## config.mk

```make
export PLATFORM = sky130hd
export DESIGN_NAME = icache
export DESIGN_NICKNAME = d
export VERILOG_FILES = /design/src/rtl/cpu_types_pkg.sv /design/src/rtl/icache.sv
export SDC_FILE = /design/constraint.sdc
export NUM_CORES = 2
export LEC_CHECK = 0
export CELL_PAD_IN_SITES_DETAIL_PLACEMENT = 0
export CELL_PAD_IN_SITES_GLOBAL_PLACEMENT = 1
export CORE_ASPECT_RATIO = 1.75
export CORE_UTILIZATION = 59
export DETAILED_ROUTE_END_ITERATION = 10
export DONT_BUFFER_PORTS = 1
export GPL_TIMING_DRIVEN = 0
export PLACE_DENSITY = 0.95
export REMOVE_ABC_BUFFERS = 1
export SYNTH_ARGS = -nofsm -noshare
export SYNTH_HDL_FRONTEND = slang
export SYNTH_SLANG_ARGS = --single-unit
```

## constraint.sdc

```tcl
create_clock -name CLK -period 16.3 [get_ports CLK]
set_input_delay 4.89 -clock CLK [delete_from_list [all_inputs] [get_ports CLK]]
set_output_delay 4.89 -clock CLK [all_outputs]
set_load 0.005 [all_outputs]
```

## src/rtl/cpu_types_pkg.sv

```systemverilog
// Shared CPU types: instruction cache address split, frame layout and fill FSM states.
package cpu_types_pkg;

  localparam int ICACHE_SETS  = 16;
  localparam int ICACHE_IDX_W = $clog2(ICACHE_SETS);
  localparam int ICACHE_TAG_W = 32 - ICACHE_IDX_W - 2;

  typedef struct packed {
    logic [ICACHE_TAG_W-1:0] tag;
    logic [ICACHE_IDX_W-1:0] idx;
    logic [1:0]              bytoff;
  } icachef_t;

  typedef struct packed {
    logic                    valid;
    logic [ICACHE_TAG_W-1:0] tag;
    logic [31:0]             data;
  } icache_frame_t;

  typedef enum logic {
    IDLE = 1'b0,
    FILL = 1'b1
  } icache_state_t;

  function automatic logic [31:0] word_align(input logic [31:0] addr);
    return {addr[31:2], 2'b00};
  endfunction

endpackage

```

## src/rtl/icache.sv

```systemverilog
// Direct-mapped read-only instruction cache: combinational hits, one blocking
// word read to the memory controller per miss, then the frame is filled.
module icache
  import cpu_types_pkg::*;
#(
  parameter int SETS = ICACHE_SETS
) (
  input  logic        CLK,
  input  logic        nRST,
  input  logic        imemREN,
  input  logic [31:0] imemaddr,
  output logic        ihit,
  output logic [31:0] imemload,
  output logic        iREN,
  output logic [31:0] iaddr,
  input  logic        iwait,
  input  logic [31:0] iload
);

  localparam int IDX_W = $clog2(SETS);

  // Frame and address structs are sized by the package, so the geometry must agree.
  generate
    if (IDX_W != ICACHE_IDX_W) begin : g_bad_sets
      $error("icache: SETS must match cpu_types_pkg::ICACHE_SETS");
    end
  endgenerate

  icache_state_t state_q, state_d;
  logic [31:0]   miss_addr_q, miss_addr_d;
  logic [31:0]   iaddr_q, iaddr_d;
  logic          iren_q, iren_d;

  icache_frame_t frames_q [SETS];
  icachef_t      req, fill;
  icache_frame_t req_frame, fill_frame;
  logic          lookup_hit, fill_we;

  assign req       = icachef_t'(imemaddr);
  assign fill      = icachef_t'(miss_addr_q);
  assign req_frame = frames_q[req.idx];

  assign lookup_hit = imemREN && req_frame.valid && (req_frame.tag == req.tag);
  assign ihit       = lookup_hit && (state_q == IDLE);
  assign imemload   = ihit ? req_frame.data : 32'h0;
  assign iREN       = iren_q;
  assign iaddr      = iaddr_q;

  always_comb begin
    state_d          = state_q;
    miss_addr_d      = miss_addr_q;
    iren_d           = iren_q;
    iaddr_d          = iaddr_q;
    fill_we          = 1'b0;
    fill_frame.valid = 1'b1;
    fill_frame.tag   = fill.tag;
    fill_frame.data  = iload;
    case (state_q)
      IDLE: begin
        if (imemREN && !lookup_hit) begin
          miss_addr_d = word_align(imemaddr);
          iaddr_d     = word_align(imemaddr);
          iren_d      = 1'b1;
          state_d     = FILL;
        end
      end
      FILL: begin
        // Completes even if the fetch stage withdrew; the controller is mid-transfer.
        if (!iwait) begin
          fill_we = 1'b1;
          iren_d  = 1'b0;
          iaddr_d = 32'h0;
          state_d = IDLE;
        end
      end
      default: state_d = IDLE;
    endcase
  end

  always_ff @(posedge CLK or negedge nRST) begin
    if (!nRST) begin
      state_q     <= IDLE;
      miss_addr_q <= 32'h0;
      iren_q      <= 1'b0;
      iaddr_q     <= 32'h0;
    end else begin
      state_q     <= state_d;
      miss_addr_q <= miss_addr_d;
      iren_q      <= iren_d;
      iaddr_q     <= iaddr_d;
    end
  end

  always_ff @(posedge CLK or negedge nRST) begin
    if (!nRST) begin
      for (int i = 0; i < SETS; i++) frames_q[i] <= '0;
    end else if (fill_we) begin
      frames_q[fill.idx] <= fill_frame;
    end
  end

endmodule

```

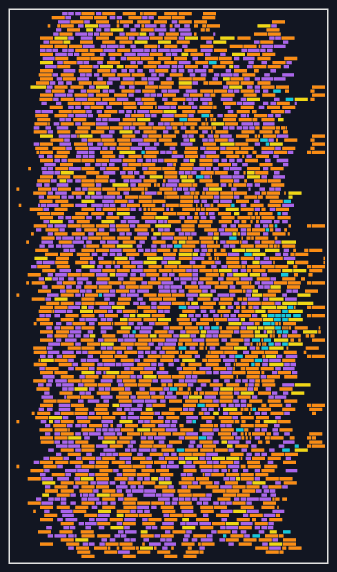
sizes.png
(1.5 px per um)
size	colour	cells	most used
_0 and _1 cells	orange	1287	dfrtp_1
_3 and _4 cells	cyan	58	mux2_4
_6 and larger	yellow	181	clkbuf_16
_2 cells	purple	1230	mux2_2
number of non-clock buffers in the layout: 66
Syn-to-layout area delta: 9.768%
least setup slack across all paths after layout: 2.372 ns
Design Area, Final: 49650 sq um

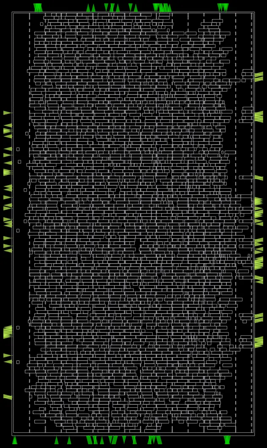
placement.png
inserted tap cell count: 1020
core area: 76120 sq um
sequential cell count of the final layout: 1006
share of the final layout cell area in sequential cells: 50.71%
post-route insts no fill: 3776

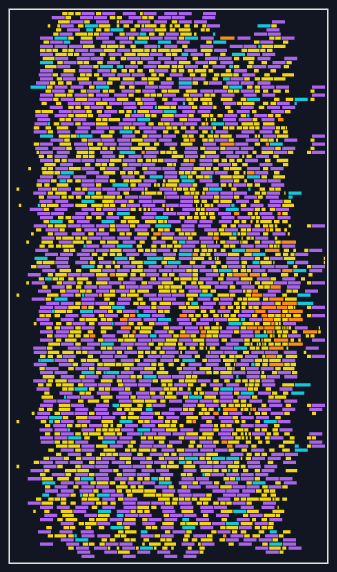
placement_by_type.png
(1.5 px per um)
class	colour	cells	share of their area
other buffers and delay cells	orange	66	2.3%
clock drivers and dummy loads	cyan	161	6.2%
combinational and other logic	yellow	1523	39%
flops	purple	1006	52%

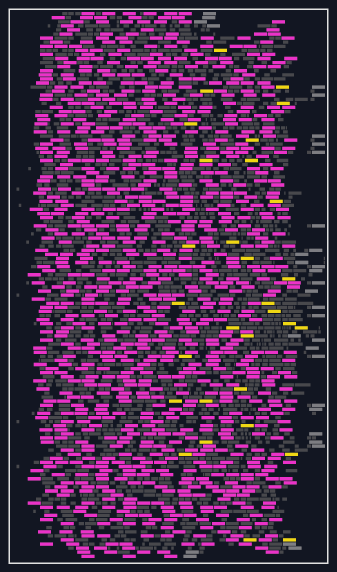
flops_by_reg.png
(1.5 px per um)
name in the netlist	colour	placed flops
`fill`	yellow	30
`frames_q`	magenta	944
not coloured	32

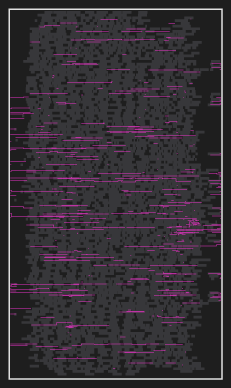
layer_met3.png
(1 px per um)
share of all routed wire	5.2%
longest straight run	76.4 um
main direction	horizontal
wire length on this layer	5410 um

==> Implementation_results.wiki <==
=== Synthesis and place and route ===
{| class="wikitable"
! Metric !! Value
|-
| Result of the run || finished with violations
|-
| Failing checks || max-capacitance violations
|-
| Warning count from the yosys run || 0
|-
| Total Neg Setup Slack || 0 ns
|-
| Post-synthesis instance area || 45230 sq um
|-
| Die Outline Area || 77810 sq um
|-
| Diode count || 0
|-
| Cts bufs inserted || between 80 and 90
|-
| Clock Pin Slew Worst Setup and Hold Paths || 0.06 ns
|-
| Remaining number of nets flagged by the antenna check after routing || 0
|-
| Category of cells accounting for the largest share of critical-path delay || simple AND/OR/NAND/NOR gates
|-
| DP Worst Slack || 2.753 ns
|-
| Required time of the worst setup path || 11.41 ns
|-
| Residual overflow from global routing || 0
|-
| Chip area line of the yosys report || 45230 sq um
|-
| Proportion of layout cells with a drive suffix above 1 || 53.30%
|-
| Worst-skew pair later-pin latency || around 0.67 ns
|-
| Weighted congestion reported at the end of routability-driven placement || 0.7401
|-
| Simple share || approximately 1.6%
|-
| Clock sink count || 1006
|-
| Maximum capacitance violations || 1
|-
| Final Hold Viols || 0
|}
[power by group through the flow]
stage	logic, W	registers [W]	clock network, W
global placement	0.00175	0.00399	0
CTS	0.00188	0.00410	0.00222
floorplan	0.00157	0.00390	0
detailed placement	0.00186	0.00414	0
finish	0.00190	0.00410	0.00218
global route	0.00204	0.00423	0.00232
[worst paths after layout]
check / slack [ns] / to / startpoint
hold reg to reg: 0.46 / frames_q[707] / frames_q[707]
setup / recovery: 2.37 / imemload[27] / imemaddr[3]
min in group asynchronous: 3.92 / frames_q[933] / nRST
setup reg to reg: 11.94 / fill[29] / frames_q[520]
max in group asynchronous: 9.18 / frames_q[675] / nRST
hold / removal: 0.46 / frames_q[707] / frames_q[707]
[state kept, by name, summed over array words and instances, names as in the netlist]
name,flops
frames_q,944
iaddr,30
state_q,1
iREN,1
fill,30
[per-stage QoR]
| step | util (%) | instances | total power, W |
|---|---|---|---|
| after floorplan | - | 2529 | 0.005471 |
| after global placement | 59.67 | 3549 | 0.005733 |
| after detailed placement | 61.12 | 3611 | 0.005999 |
| after CTS | 65.08 | 3772 | 0.008193 |
| after global routing | 65.22 | 3776 | 0.008584 |
| final | 65.22 | 3776 | 0.008185 |
[per-layer routing]
metal / wire length [um] / up-vias / part of all wire (%) / global-route usage, %
met5: 0 / - / 0 / 0
met4: 2925 / 0 / 2.8 / 9.295
met3: 5409 / 186 / 5.2 / 4.862
met2: 54170 / 607 / 52 / 47.70
met1: 42010 / 13369 / 40 / 36.81
li1: - / 10091 / - / -
No activity file was given, so power comes from the tool's default toggle rates.
